### src/rtl/truth_table_sweeper.sv
// Sweeps all 2^N input vectors through an external function and captures its truth table.
// Optional TRUTH_TABLE_CHECK_EN adds a reference-table compare (expected, err_count, pass).
module truth_table_sweeper #(
    parameter int unsigned N      = 4,
    parameter int unsigned SETTLE = 1
) (
    input  logic              clk,
    input  logic              rst,
    input  logic              start,
    output logic [N-1:0]      vec,
    input  logic              f,
    output logic              busy,
    output logic              done,
    output logic [2**N-1:0]   table_out
`ifdef TRUTH_TABLE_CHECK_EN
    ,
    input  logic [2**N-1:0]   expected,
    output logic [N:0]        err_count,
    output logic              pass
`endif
);

    localparam int unsigned TW = 2**N;
    localparam int unsigned CW = 4;

    typedef enum logic [1:0] {
        IDLE,
        RUN,
        DONE
    } state_t;

    state_t          state_q, state_d;
    logic [CW-1:0]   cnt_q, cnt_d;
    logic [N-1:0]    vec_d;
    logic            busy_d;
    logic            done_d;
    logic [TW-1:0]   table_d;
    logic            sample_c;
    logic            last_c;

`ifdef TRUTH_TABLE_CHECK_EN
    logic [N:0]      err_d;
    logic            pass_d;
`endif

    assign sample_c = (state_q == RUN) && (cnt_q == CW'(SETTLE));
    assign last_c   = (vec == {N{1'b1}});

    // Next-state and next-output logic
    always_comb begin
        state_d = state_q;
        cnt_d   = cnt_q;
        vec_d   = vec;
        busy_d  = busy;
        done_d  = 1'b0;
        table_d = table_out;
`ifdef TRUTH_TABLE_CHECK_EN
        err_d   = err_count;
        pass_d  = pass;
`endif
        case (state_q)
            IDLE: begin
                if (start) begin
                    state_d = RUN;
                    vec_d   = '0;
                    cnt_d   = '0;
                    table_d = '0;
                    busy_d  = 1'b1;
`ifdef TRUTH_TABLE_CHECK_EN
                    err_d   = '0;
                    pass_d  = 1'b0;
`endif
                end
            end
            RUN: begin
                if (sample_c) begin
                    table_d[vec] = f;
                    cnt_d        = '0;
`ifdef TRUTH_TABLE_CHECK_EN
                    if (f != expected[vec]) begin
                        err_d = err_count + (N+1)'(1);
                    end
`endif
                    if (last_c) begin
                        state_d = DONE;
                        busy_d  = 1'b0;
                        done_d  = 1'b1;
                        vec_d   = '0;
`ifdef TRUTH_TABLE_CHECK_EN
                        pass_d  = (err_d == '0);
`endif
                    end else begin
                        vec_d = vec + N'(1);
                    end
                end else begin
                    cnt_d = cnt_q + CW'(1);
                end
            end
            DONE: begin
                state_d = IDLE;
            end
            default: begin
                state_d = IDLE;
            end
        endcase
    end

    // State and output registers; reset wins over everything
    always_ff @(posedge clk) begin
        if (rst) begin
            state_q   <= IDLE;
            cnt_q     <= '0;
            vec       <= '0;
            busy      <= 1'b0;
            done      <= 1'b0;
            table_out <= '0;
`ifdef TRUTH_TABLE_CHECK_EN
            err_count <= '0;
            pass      <= 1'b0;
`endif
        end else begin
            state_q   <= state_d;
            cnt_q     <= cnt_d;
            vec       <= vec_d;
            busy      <= busy_d;
            done      <= done_d;
            table_out <= table_d;
`ifdef TRUTH_TABLE_CHECK_EN
            err_count <= err_d;
            pass      <= pass_d;
`endif
        end
    end

endmodule

### config.mk
export PLATFORM = sky130hd
export DESIGN_NAME = truth_table_sweeper
export DESIGN_NICKNAME = d
export VERILOG_FILES = /design/src/rtl/truth_table_sweeper.sv
export SDC_FILE = /design/constraint.sdc
export NUM_CORES = 1
export LEC_CHECK = 0
export ABC_AREA = 1
export CAP_MARGIN = 25
export CORE_MARGIN = 10
export CORE_UTILIZATION = 45
export CTS_CLUSTER_DIAMETER = 200
export DETAILED_ROUTE_END_ITERATION = 7
export GPL_ROUTABILITY_DRIVEN = 0
export PLACE_DENSITY_LB_ADDON = 0.2
export SETUP_SLACK_MARGIN = 0.5
export SLEW_MARGIN = 25
export SYNTH_ARGS = -nofsm -noshare
export SYNTH_HDL_FRONTEND = slang
export SYNTH_SLANG_ARGS = --single-unit
### constraint.sdc
create_clock -name clk -period 3 [get_ports clk]
set_clock_uncertainty 0.2 [all_clocks]
set_input_delay 0.9 -clock clk [delete_from_list [all_inputs] [get_ports clk]]
set_output_delay 0.9 -clock clk [all_outputs]
set_load 0.02 [all_outputs]
**Clock distribution**

The bar under the picture is 20 µm long.
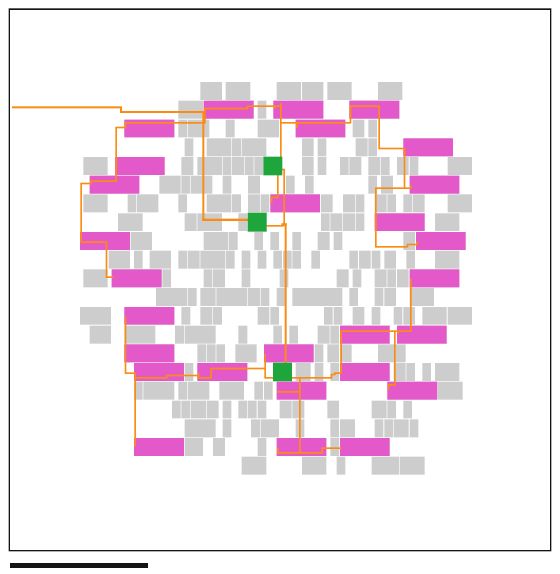
[clock wires] orange | length: 335 µm
[clock drivers] green | count: 3
[flip-flops] magenta | count: 28
routed clock nets	4

**Where the registers sit**

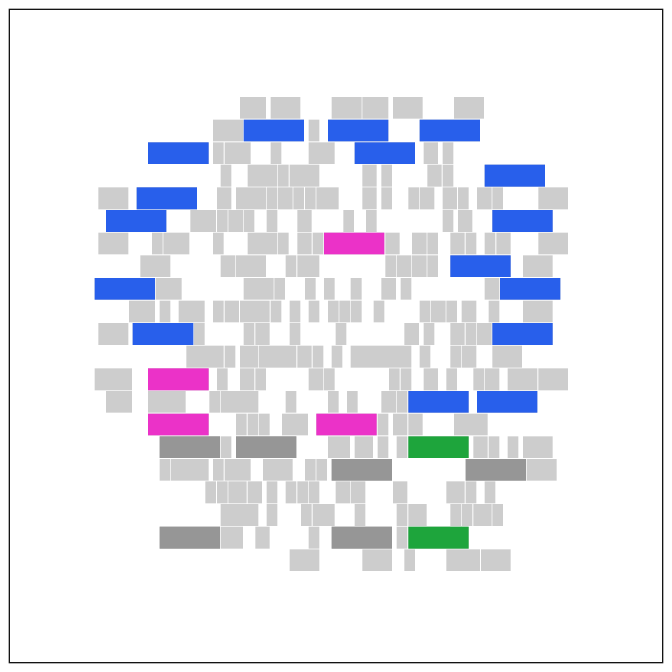
name in the netlist	color	placed flops
vec	magenta	4
state_q	green	2
table_out	blue	16
not colored	6

**Pin placement**

Pins as bars across the die edge, other pins in gray.
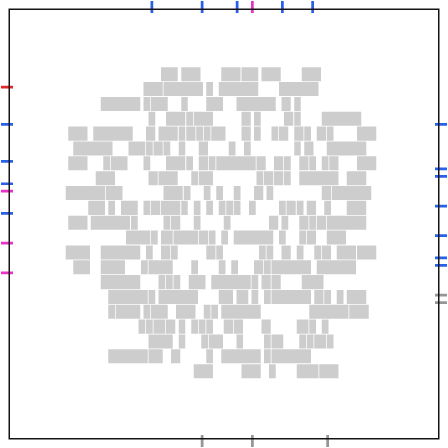
port	color	pins	direction	edge
clk	red	1	input	left
table_out	blue	16	output	7 right, 5 top, 4 left
vec	magenta	4	output	3 left, 1 top
all pins by edge	9 right, 8 left, 6 top, 3 bottom

final timing paths:
kind	start	cells past startpoint	slack, ps	end
hold reg to reg	table_out[12]	2	270	table_out[12]
setup reg to reg	state_q[0]	7	1020	table_out[4]
hold / removal	table_out[12]	2	270	table_out[12]
setup / recovery	table_out[15]	1	590	table_out[15]
power groups by stage:
stage	Clock [W]	Combinational, W	Sequential, W
2_1_floorplan	0	0.000119	0.000401
3_3_place_gp	0	0.000150	0.000397
3_5_place_dp	0	0.000151	0.000397
4_1_cts	0.000160	0.000151	0.000389
5_1_grt	0.000172	0.000172	0.000390
6_report	0.000154	0.000149	0.000389
stage by stage:
step	std cells	total power [W]	utilization, %	hold slack, ps
after global routing	282	0.000734	55.0	289
after detailed placement	279	0.000548	54.4	253
final	282	0.000692	55.0	271
after global placement	279	0.000546	54.4	247
after CTS	282	0.000699	55.0	273
after floorplan	215	0.000520	-	274
registers in the layout, summed over array words and instances, names as in the netlist:
register   count
busy           1
cnt_q          4
done           1
state_q        2
table_out     16
vec            4
repair_timing:
action / CTS / global route
resized: 3 / 1
cloned: 0 / 0
setup buffers: 0 / 0
setup endpoints to repair: 3 / 1
layer usage:
| metal | track usage [%] | routed length (µm) | vias up |
|---|---|---|---|
| met5 | 0 | 0 | - |
| met4 | 4.30 | 36 | 0 |
| met3 | 3.99 | 264 | 4 |
| met2 | 17.1 | 1310 | 29 |
| met1 | 13.9 | 1660 | 592 |
| li1 | - | - | 733 |
logic make-up after synthesis:
kind of cell               Yosys count
and+or+nand+nor                    113
AOI/OAI and AO/OA                   39
buffers and inverters               28
DFF                                 28
adders and majority gates            6
xor gates and xnor gates             1
==> metrics.cfg <==
[status]
status = completed

[layout]
sh_seq_area_pct = 30.8
design.seq.count = 28
clk_share_pct = 1.24
mostFrequentLayoutCells = nand2_1 (60), dfxtp_1 (28), nor2_1 (23)
buf_share_pct = 15.2
seqCellArea_um2 = 561

[timing]
rsz0062_at_grt = no
min_period_ps = 2410
slew_headroom_pct = 71.1
setup_viol = 0

[logic_synthesis]
synth.distinct_cells = 25
most_common_cell = nand2_1
yosysSeqAreaShare_pct = 36.5
yosysCellCount = 215
async_flop_share_pct = 0
fp_nets = 225
top_cell_area_share_pct = 36.5

[clocking]
cts-buffers-inserted = 3
cts.reportedPaths.clkPinSlew_ps = 140
cts_root_buf = clkbuf_4
holdBufCountCts = 0
cts_tree = yes

[drt]
route.detailed.drc = 0
first_pass_iters = 4
vias = 1358
routed_wl_um = 3270

[global_route]
antenna_found_initial = 0
grt_start_max_net_pins = 24

[power_and_ir_drop]
power_frac_seq_pct = 56.2
p_sw_w = 0.000216
power_density_mw_per_mm2 = 380
p_int_w = 0.000476

[setup_path]
setup.worst_path.end_class = primary output
cp_slowest_cell = clkdlybuf4s50_1
critPathBufInv = 1
cp_max_fo = 2
path_class = reg2out
start_kind = flop
crit_chain = clkdlybuf4s50_1

[floorplan]
core_area_mm2 = 0.00331
io_pins = 26
num_rows = 21
fp_util_pct = 46.4
die_h_um = 78.4

[place]
placed_area_mm2 = 0.00180
pre_cts_slack_ps = 467
port_buffers = 25

[worst_hold_path]
hold_class = reg2reg

Power figures rest on the tool's default switching activity, not on a simulated workload.
